run_1/ff_map.png
Other sequential cells in the stronger gray, the rest of the logic in the fainter gray.
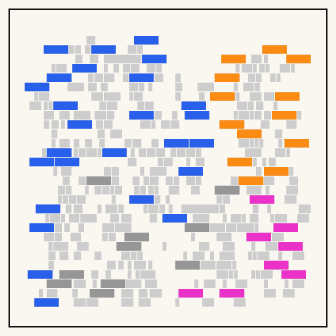
run_1/placed.png
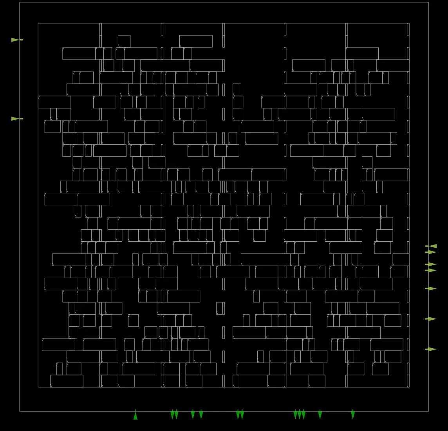
run_1/util_map.png
The die is cut into 9 by 9 equal tiles; white is low, dark blue is high, 0 to 100% covered.
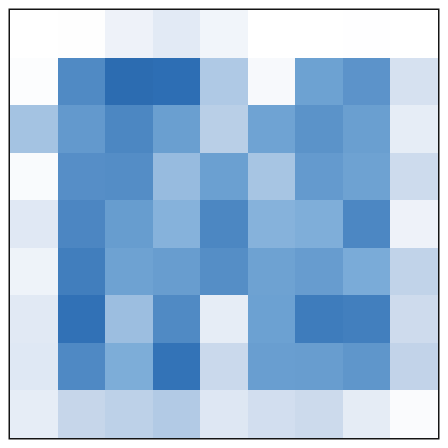
run_1/m1.png
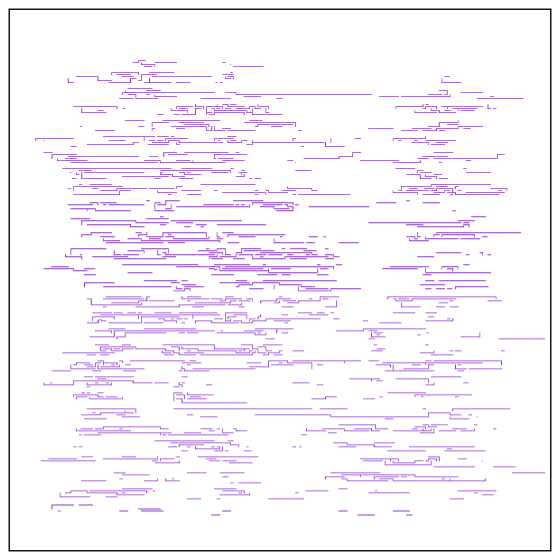
$ cat config.mk
export PLATFORM = sky130hd
export DESIGN_NAME = dz_count_ctrl
export DESIGN_NICKNAME = d
export VERILOG_FILES = /design/src/rtl/dz_pkg.sv /design/src/rtl/dz_divider.sv /design/src/rtl/dz_count_ctrl.sv
export SDC_FILE = /design/constraint.sdc
export NUM_CORES = 1
export LEC_CHECK = 0
export CORE_MARGIN = 4
export CORE_UTILIZATION = 40
export CTS_CLUSTER_DIAMETER = 50
export DETAILED_ROUTE_END_ITERATION = 12
export HOLD_SLACK_MARGIN = 0.15
export PLACE_DENSITY_LB_ADDON = 0.05
export SETUP_SLACK_MARGIN = 0.02
export SLEW_MARGIN = 10
export SYNTH_ARGS = -nofsm -noshare
export SYNTH_HDL_FRONTEND = slang
export SYNTH_SLANG_ARGS = --single-unit
export TNS_END_PERCENT = 100
$ cat constraint.sdc
create_clock -name clk -period 3.65 [get_ports clk]
set_input_delay 0.73 -clock clk [delete_from_list [all_inputs] [get_ports clk]]
set_output_delay 0.73 -clock clk [all_outputs]
set_load 0.05 [all_outputs]
$ cat src/rtl/dz_pkg.sv
// rtl/dz_pkg.sv - shared types and constants for the dot-matrix countdown controller
package dz_pkg;

    typedef enum logic [1:0] {
        ST_IDLE  = 2'd0,
        ST_RUN   = 2'd1,
        ST_PAUSE = 2'd2,
        ST_DONE  = 2'd3
    } dz_state_t;

    localparam int DZ_ROWS             = 8;
    localparam int DZ_TICK_DIV_DEFAULT = 50_000_000;
    localparam int DZ_SCAN_DIV_DEFAULT = 5_000;

    // Counter width for a modulo-n count; a modulo-1 counter still needs one bit.
    function automatic int dz_cnt_width(input int n);
        return (n > 1) ? $clog2(n) : 1;
    endfunction

endpackage

$ cat src/rtl/dz_divider.sv
// rtl/dz_divider.sv - modulo-N counter with enable, clear and a wrap pulse
module dz_divider
    import dz_pkg::*;
#(
    parameter  int N = 2,
    localparam int W = dz_cnt_width(N)
) (
    input  logic         clk,
    input  logic         rst,
    input  logic         en,
    input  logic         clr,
    output logic [W-1:0] count,
    output logic         wrap
);

    // wrap is combinational so the consumer acts on the same edge the count returns to 0
    assign wrap = en && !clr && (count == W'(N - 1));

    // count 0..N-1; clear beats enable, disabled count holds its phase
    always_ff @(posedge clk) begin
        if (!rst) begin
            count <= '0;
        end else if (clr) begin
            count <= '0;
        end else if (en) begin
            count <= wrap ? '0 : count + W'(1);
        end
    end

endmodule

$ cat src/rtl/dz_count_ctrl.sv
// rtl/dz_count_ctrl.sv - countdown/scan sequencer for the 8x8 digit display (option: DZ_COUNT_BLINK_EN)
module dz_count_ctrl
    import dz_pkg::*;
#(
    parameter int TICK_DIV  = DZ_TICK_DIV_DEFAULT,
    parameter int SCAN_DIV  = DZ_SCAN_DIV_DEFAULT,
    parameter int START_NUM = 5
) (
    input  logic               clk,
    input  logic               rst,
    input  logic               start,
    input  logic               pause,
    output logic [2:0]         num,
    output logic [2:0]         row_count,
    output logic [DZ_ROWS-1:0] row,
    output logic               busy,
    output logic               done,
    output logic               blank
);

    localparam int TW = dz_cnt_width(TICK_DIV);
    localparam int SW = dz_cnt_width(SCAN_DIV);

    dz_state_t         state;
    logic              tick_en;
    logic              tick_wrap;
    logic              scan_wrap;
    logic [TW-1:0]     unused_tick_count;
    logic [SW-1:0]     unused_scan_count;

`ifdef DZ_COUNT_BLINK_EN
    // the tick keeps running after the count ends so it can pace the blink
    assign tick_en = (state == ST_RUN) || (state == ST_DONE);
`else
    assign tick_en = (state == ST_RUN);
`endif

    dz_divider #(.N(TICK_DIV)) u_tick (
        .clk   (clk),
        .rst   (rst),
        .en    (tick_en),
        .clr   (start),
        .count (unused_tick_count),
        .wrap  (tick_wrap)
    );

    dz_divider #(.N(SCAN_DIV)) u_scan (
        .clk   (clk),
        .rst   (rst),
        .en    (1'b1),
        .clr   (1'b0),
        .count (unused_scan_count),
        .wrap  (scan_wrap)
    );

    // row index and its active-low one-hot select advance together on every scan wrap
    always_ff @(posedge clk) begin
        if (!rst) begin
            row_count <= 3'd0;
            row       <= 8'hFE;
        end else if (scan_wrap) begin
            row_count <= row_count + 3'd1;
            row       <= ~(8'b0000_0001 << (row_count + 3'd1));
        end
    end

    // countdown FSM with registered num/busy/done/blank; start has priority over pause
    always_ff @(posedge clk) begin
        if (!rst) begin
            state <= ST_IDLE;
            num   <= 3'd0;
            busy  <= 1'b0;
            done  <= 1'b0;
            blank <= 1'b0;
        end else begin
            done <= 1'b0;
            if (start) begin
                state <= ST_RUN;
                num   <= 3'(START_NUM);
                busy  <= 1'b1;
                blank <= 1'b0;
            end else begin
                case (state)
                    ST_RUN: begin
                        if (tick_wrap) begin
                            if (num <= 3'd1) begin
                                num   <= 3'd0;
                                done  <= 1'b1;
                                busy  <= 1'b0;
                                blank <= 1'b0;
                                state <= ST_DONE;
                            end else begin
                                num <= num - 3'd1;
                                if (pause) state <= ST_PAUSE;
                            end
                        end else if (pause) begin
                            state <= ST_PAUSE;
                        end
                    end
                    ST_PAUSE: begin
                        if (pause) state <= ST_RUN;
                    end
                    ST_DONE: begin
`ifdef DZ_COUNT_BLINK_EN
                        if (tick_wrap) blank <= ~blank;
`endif
                    end
                    default: begin
                    end
                endcase
            end
        end
    end

endmodule
==> run notes, run 1 <==
Update from the flow run.

The flow ran to the end, and the final reports show no timing, DRC or antenna violations. For the final database, setup skew stands at 11.2 ps. Across the VDD grid, the largest voltage drop is 284 uV. Input and output buffers added on the ports amount to 19. The final cycle utilization of the critical path is 66.2%. The pin slew with the least headroom to its limit is 678 ps. Looking at the area split, the leading class of cells is combinational gates. The total global routing track utilization is 15.9%.

Hold timing on the final database bottoms out at a slack of 455 ps. Setup repair after global routing left no endpoint under its margin. The top flip-flop cell by instance count after synthesis is sky130_fd_sc_hd__dfxtp_1. Per the detail_route log, the uppermost layer with routed signals is met4. The overall die area is 8410 sq um. The layout report lists the multi-input gate area as 1550 sq um. The met3 layer wire length in the routed design is 228 um. The non-clock inverter total of the final layout is 14.

For the worst flop-to-flop path, the logic depth is 4. The depth of the CTS H-tree is 3. The half-perimeter wire length after placement is 4420 um. The number of antenna diodes is 0. The number of instances resized during post-cts repair is 0. Global route summary, busiest routing layer listed as met2. Before antenna repair, the detailed router went through 4 iterations. The via-per-instance ratio is 5.32. The worst reg-to-reg setup slack is 1230 ps. The clock tree from TritonCTS is yes. The fraction of cell area in non-clock buffers is 6.66%. Internal power comes to 0.00105 W. The average wire per standard cell is 14.0 um. The path class of the tightest hold or removal check is flop to flop. The layout overhead on the synthesized area is 17.9%. The sum of overflow across all layers after global routing is 0.

The gate-level netlist out of Yosys references 41 unique cell types. The flow reports power dissipated in sequential cells as 0.000636 W. The part of the Yosys area used for sequential elements is 40.7%.

On the critical path the data arrives at 2630 ps. The tree is rooted in a sky130_fd_sc_hd__clkbuf_8. The critical path is of the flop to flop type. The routed length on met2 is 2970 um. The global routing report lists met3 layer usage as 5.41%. After layout, the clock buffer instance count stands at 11.

Summed over all cells, the static leakage comes to 1.13 nW. The largest area contributor in the netlist is sky130_fd_sc_hd__dfxtp_1. The number of maximum-capacitance violations is 0. The number of antenna violations at the first check in global routing was 0. The number of cells in Yosys stat is 329. According to the timing report, the data required time at the worst endpoint equals 3860 ps. Averaged over all synthesized cells, the footprint is 8.52 sq um. The clock insertion delay at the later pin of the skew report is 330 ps.

The top cell type by area accounts for 40.7% of the synthesized area. The portion of the layout cell area used by clock cells is 6.66%. The type of element launching the critical path is a flop. The combinational power is 0.0000539 W. Per the OpenROAD power report, switching power amounts to 0.000299 W. By count the netlist is led by 57 x sky130_fd_sc_hd__dfxtp_1, 34 x sky130_fd_sc_hd__nand2_1, 29 x sky130_fd_sc_hd__nor2_1. Setup slack on the worst path after placement came out at 931 ps.

The minimum clock period after layout is 2420 ps. The number of non-clock buffers is 23. The group that draws the most power in this run is the clock network. The post-synthesis instance area is 2800 sq um. The placed instance count is 435. The global-route wire length before repair is 10800 um. The tool warning count is 31.

The slack of the critical path is 1230 ps. The combinational cell fraction of total power is 4.0%. In this run the worst path has a maximum fanout of 15. Measured against its own limit, the worst slew margin works out to 54.8%. The clock distribution power is 0.000660 W. For reference, the final report shows the hold violation count at 0.

The height of the die is 91.7 um. The number of I/O pins is 21. The via count of the first global-routing pass is 2278. The count of final setup violators is 0. Entering global routing, the biggest net connects 16 pins. The routed length on met1 is 3000 um.

The total power divided by cell area is 408 nW/um^2. In the layout the tool counted multi-input logic cells amounting to 245. The peak clock frequency supported by timing is 414 MHz. The critical path capture point is u_scan.count[10].

The most used standard cell by instance count after synthesis is sky130_fd_sc_hd__dfxtp_1. The synthesized net count is 342. The share of flip-flops with an asynchronous set or reset is 0%. The layout report gives the multi-input gate share of total cell area as 47.0%. The endpoint class of the critical path is a flop. By area the synthesized netlist is led by sky130_fd_sc_hd__dfxtp_1 41%, sky130_fd_sc_hd__xnor2_1 4.7%, sky130_fd_sc_hd__nand2_1 4.6%. Counting flops and latches in the post-synthesis netlist gives 57.

For this run, the post-layout net count is 363. The start point of the critical path is u_scan.count[3]. The depth of the worst hold-timing path is 2. The post-synth tally of flip-flops with integrated enable is 0.

The number of warnings issued by yosys is 0. In this run the post-CTS setup repair buffer count came out at 0. Post-synthesis, Yosys gives the total cell area as 2800 sq um. The count of unresolved DRC violations after routing is 0. The power share of the sequential group is 47.1%. Max-slew check failures listed in the final report amount to 0. The number of filler cells placed in the layout is 671.

The clock network fraction of total power is 48.9%. The power report shows net switching accounting for 22.2% of the total. The startpoint of the most critical hold path is row[0]. The clock-pin transition on the worst setup and hold timing paths is 70 ps. The count of hold buffers inserted by post-cts repair is 0. The buffer depth of the longest clock path is 2. The detailed router's first-iteration violation count is 80. The synthesized netlist handed to floorplanning was reported with a cell count of 329. The number of nets still failing antenna checks after routing is 0. Routing resource usage on met2 recorded by global route was 25.7%.

The share of cells above drive strength 1 is 6.48%. The die boundary width is 91.7 um. The setup total negative slack is 0 ps. The placement summary gives the final routability congestion estimate as 0.813. The number of sinks handled by clock tree synthesis is 57. The worst flop-to-flop path endpoint is u_scan.count[10]. The start of the worst register-to-register path is u_scan.count[3]. In the final layout, flip-flops and latches occupy 1140 sq um. The clock buffer count from CTS is 9. The end point of the worst hold path is row[0].

The total design power is 0.00135 W.
## Picture notes: ff_map.png
Orange stands for `u_scan.count`, sequential cells 13. Blue stands for `u_tick.count`, sequential cells 26. Magenta stands for `row`, sequential cells 8, where bottom right.
final core occ: 48.7%
sequential share of cell area: 34.5%

## Picture notes: placed.png
number of rows created at floorplan: 30
Flops: 57
number of well taps: 96
final cell count without fillers: 451

## Picture notes: util_map.png
The fullest tile reaches 76%. The densest ninth of the die: middle. The mean over all tiles is 38%. 8.6% of the tiles are nearly empty.
Floorplan Core Area: 6790 sq um
initial core utilization: 41.3%

## Picture notes: m1.png
The layer holds 48% of the routed length. The longest straight run is 23.5 um.
grt met1 use: 19.6%
routed via count: 2398
Routed Wire Length: 6300 um

==> run 1: placed cells by master (no fill, tap or decap), types with 12 or more instances in the layout <==
master                            instances
sky130_fd_sc_hd__nand3_1                 12
sky130_fd_sc_hd__nand2_1                 34
sky130_fd_sc_hd__a21oi_1                 20
sky130_fd_sc_hd__clkdlybuf4s50_1         19
sky130_fd_sc_hd__or4_1                   14
sky130_fd_sc_hd__xnor2_1                 15
sky130_fd_sc_hd__nand4_1                 16
sky130_fd_sc_hd__dfxtp_1                 57
sky130_fd_sc_hd__nor2_1                  29
sky130_fd_sc_hd__inv_1                   14
==> run 1: logic make-up (layout without fill, tap and decap cells) <==
logic type / count (synthesis) / count (layout) / share of synthesized area (%)
flip-flops: 57 / 57 / 40.7
XOR/XNOR: 24 / 24 / 7.50
AND/OR/NAND/NOR: 152 / 152 / 29.5
AND-OR/OR-AND: 49 / 49 / 10.7
adder cells (fa/ha/maj): 9 / 9 / 4.02
buffers and inverters: 27 / 53 / 3.93
other: 1 / 1 / 0.134
multiplexers: 10 / 10 / 3.57
==> run 1: flip-flops by register name, indices dropped and copies added, names as in the netlist <==
register      cells
done              1
row_count         3
row               8
u_scan.count     13
num               3
u_tick.count     26
state             2
busy              1
==> run 1: worst max-delay path, cell delays in order (launching register included) <==
cell                      delay, ps
sky130_fd_sc_hd__dfxtp_1        360
sky130_fd_sc_hd__or4b_1         530
sky130_fd_sc_hd__or4_1          860
sky130_fd_sc_hd__nand2_1        450
sky130_fd_sc_hd__nor2_1          90
==> run 1: through the flow <==
| step | utilization [%] | area (sq um) |
|---|---|---|
| final | 48.7 | 3310 |
| after global routing | 48.7 | 3310 |
| after CTS | 48.7 | 3310 |
| after detailed placement | 45.4 | 3090 |
| after global placement | 45.4 | 3090 |
| after floorplan | - | 2800 |
==> run 1 -> run 2 <==
==> constraint.sdc (replaced) <==
create_clock -name clk -period 2.42 [get_ports clk]
set_input_delay 0.484 -clock clk [delete_from_list [all_inputs] [get_ports clk]]
set_output_delay 0.484 -clock clk [all_outputs]
set_load 0.05 [all_outputs]
run_2/m2.png
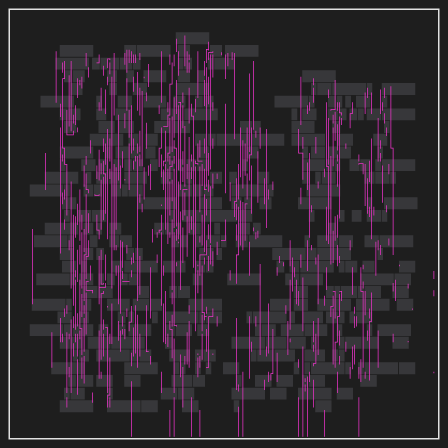
The wires run mostly vertical. The longest straight run is 45.2 um.

==> run 2 against run 1 <==
  * Via count rose by 1.8%
  * Setup slack got worse by 970 ps
  * Final cell count grew 2.0%
  * First-iteration DRC count is 7.5% higher
  * Critical endpoint is now u_tick.count[23]
  * Highest routed layer unchanged
  * Register-to-register slack lost 970 ps
==> run notes, run 2 <==
Update from the flow run.

The run finished with clean final reports. The count of final setup violators is 0 (unchanged). The adder-cell share of the synthesized area is 4.02% (unchanged).

The post-CTS setup buffer count is 0 (unchanged). The via total after detailed routing is 2442 (+1.8%). TritonCTS built the clock tree. Per the cell usage report, the commonest logic cells after layout are 57 x sky130_fd_sc_hd__dfxtp_1, 34 x sky130_fd_sc_hd__nand2_1, 29 x sky130_fd_sc_hd__nor2_1.

The number of antenna violations at the first check in global routing is 0 (unchanged). The area share of the leading cell type in the synthesized netlist is 40.7% (unchanged). For reference, the critical path cell chain is nand4_1, or4_1, or4_1, a21oi_1.

Clock tree synthesis selected as its root buffer the cell sky130_fd_sc_hd__clkbuf_8. The standard cell core area was 6790 sq um (unchanged). The power share of the sequential group is 52.2% (+5.1 points). Setup repair after global routing left no endpoint under its margin. The average wire per standard cell came to 13.8 um (-1.4%). The number of sinks handled by clock tree synthesis is 57 (unchanged). The top flip-flop cell by instance count after synthesis is sky130_fd_sc_hd__dfxtp_1. The number of instances resized during post-cts repair is 0 (unchanged). The detailed router's first-iteration violation count is 86 (+7.5%). The switching share of power is 23.5% (+1.3 points). Counting only logic cells after layout, the most numerous master is sky130_fd_sc_hd__dfxtp_1.

The number of distinct library cells after synthesis was 41 (unchanged). The design internal power is 0.00140 W (+34%). The worst hold slack after final layout is 448 ps (-6.54 ps).

The final cycle utilization of the critical path is 89.0% (+23 points). The largest fanout of any net on the critical path came to 10 (-5). The share of synthesized cell area in and-or and or-and compound cells came to 10.7% (unchanged). The worst path buffer plus inverter count is 0 (unchanged). The share of cells above drive strength 1 is 8.52% (+2.0 points). The data arrival time of the worst path is 2420 ps (-210 ps). The global-route wire length before repair came to 10900 um (+0.70%). The cell type group with the largest total delay on the critical path is simple AND/OR/NAND/NOR gates. The number of warnings issued by yosys came to 0 (unchanged).

The number of flip-flops and latches in the synthesized netlist is 57 (unchanged). Yosys attributes the largest share of cell area to sky130_fd_sc_hd__dfxtp_1 41%, sky130_fd_sc_hd__xnor2_1 4.7%, sky130_fd_sc_hd__nand2_1 4.6%. The flip-flop count of the largest register after layout is 26 (unchanged).

The met2 demand-to-capacity share in global routing came to 26.6% (+0.91 points). The worst reg-to-reg setup slack is 270 ps (-970 ps). Counting instances in the post-synthesis netlist gives the leading cell types as 57 x sky130_fd_sc_hd__dfxtp_1, 34 x sky130_fd_sc_hd__nand2_1, 29 x sky130_fd_sc_hd__nor2_1.

The number of antenna diodes is 0 (unchanged). The critical path start-end classification is flop to flop. The pin slew with the least headroom to its limit is 512 ps (-166 ps). The routability congestion estimate from global placement is 0.784 (-3.6%). The tool warning count is 31 (unchanged). The largest area contributor in the netlist is sky130_fd_sc_hd__dfxtp_1. The minimum clock period after layout was 2150 ps (-263 ps).

The maximum number of pins on one net before global-route repair came to 15 (-1). The floorplan row count is 30 (unchanged). The count of hold buffers inserted by post-cts repair is 0 (unchanged). The number of nets still failing antenna checks after routing is 0 (unchanged). The count of input and output buffers is 19 (unchanged). The number of I/O pins came to 21 (unchanged).

The die boundary width was 91.7 um (unchanged). The height of the die is 91.7 um (unchanged). The via count of the first global-routing pass is 2269 (-0.40%). The half-perimeter wire length after placement came to 4590 um (+3.8%). The fraction of met3 tracks used by global routing is 3.36% (-2.1 points). The setup total negative slack came to 0 ps (unchanged). The average cell area after synthesis is 8.52 sq um (unchanged). The layout overhead on the synthesized area is 18.7%. The area of the synthesized netlist per yosys stat came to 2800 sq um (unchanged). The highest ir drop seen on vdd is 244 uV (-14%). The clock insertion delay at the later pin of the skew report is 330 ps (about the same). The met1 track demand over resource in global routing is 20.4% (+0.82 points). The via-per-instance ratio is 5.31 (-0.16%). The count of unresolved DRC violations after routing is 0 (unchanged).

The multiplexer share of the synthesized area came to 3.57% (unchanged). The initial cell density of the core is 41.3% (unchanged). The worst-case setup slack after placement came to -14.2 ps (-946 ps). The part of the Yosys area used for sequential elements is 40.7% (unchanged). The type of element launching the critical path is a flop. The count of final hold-check violations was 0 (unchanged).

The cell occurring most often along the worst timing path is sky130_fd_sc_hd__or4_1. The required time of the critical path is 2680 ps (-1180 ps). On the critical path, the stage with the largest delay is an instance of sky130_fd_sc_hd__or4_1. The number of detailed-routing iterations run before antenna repair is 4 (unchanged).

The peak clock frequency supported by timing was 464 MHz (+12%). By area, the combinational part of the netlist is dominated by simple AND/OR/NAND/NOR gates. The share of flip-flops with an asynchronous set or reset is 0% (unchanged).

The setup skew after layout was 5.87 ps (-5.35 ps). The synthesized net count was 342 (unchanged). The largest registers in the layout are u_tick.count: 26 flops, u_scan.count: 13 flops, row: 8 flops. The clock buffer count from CTS is 9 (unchanged). The number of maximum-capacitance violations is 0 (unchanged).
run_2/placed.png
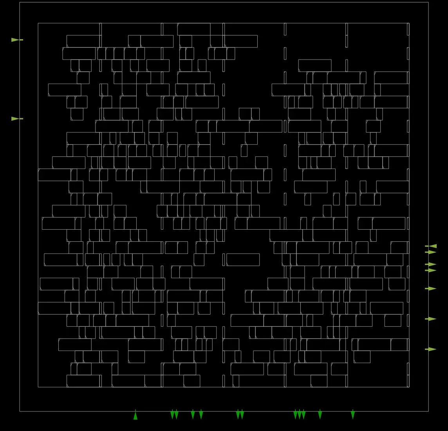
final cell count without fillers: 460
sequential share of cell area: 34.3%
count of filler cells inserted in the layout: 672
final core occ: 49.0%

run 2: netlist changes by cell type in the layout (fill, tap and decap cells not counted):
| cell | previous run | this run |
|---|---|---|
| sky130_fd_sc_hd__buf_4 | 4 | 13 |
| sky130_fd_sc_hd__bufinv_16 | 2 | 0 |
| sky130_fd_sc_hd__clkbuf_1 | 1 | 2 |
| sky130_fd_sc_hd__clkbuf_8 | 10 | 11 |
| sky130_fd_sc_hd__clkinv_2 | 2 | 3 |
| sky130_fd_sc_hd__clkinv_4 | 1 | 0 |
run 2: layer usage:
metal	wire length, um	vias to the layer above
met5	0	-
met4	103	0
met3	242	7
met2	3020	42
met1	2970	1150
li1	-	1243
run 2: final cells by class:
type                            instances  area (sq um)
Multi-Input combinational cell        245          1550
Tap cell                               96           120
Timing Repair Buffer                   32           288
Clock buffer                           13           159
Sequential cell                        57          1140
Clock inverter                          3          15.0
Fill cell                             672          3470
Inverter                               14          52.6
run 2: through the flow:
step,std cells,area [sq um]
5_1_grt,460,3330
2_1_floorplan,329,2800
6_report,460,3330
3_3_place_gp,444,3150
4_1_cts,460,3330
3_5_place_dp,444,3150
run 2: worst paths after layout:
check                  start                to  cells past startpoint
max          u_tick.count[7]  u_tick.count[23]                      4
min          u_scan.count[0]   u_scan.count[0]                      1
max reg2reg  u_tick.count[7]  u_tick.count[23]                      4
min reg2reg  u_scan.count[0]   u_scan.count[0]                      1
run 2: power by group through the flow:
stage,Clock [W],Combinational (W),Sequential (W)
final,0.000793,0.0000835,0.000958
after global routing,0.000875,0.0000924,0.000959
after detailed placement,0,0.0000847,0.000979
after CTS,0.000823,0.0000849,0.000958
after floorplan,0,0.0000422,0.000989
after global placement,0,0.0000850,0.000979
Power figures rest on the tool's default switching activity, not on a simulated workload.
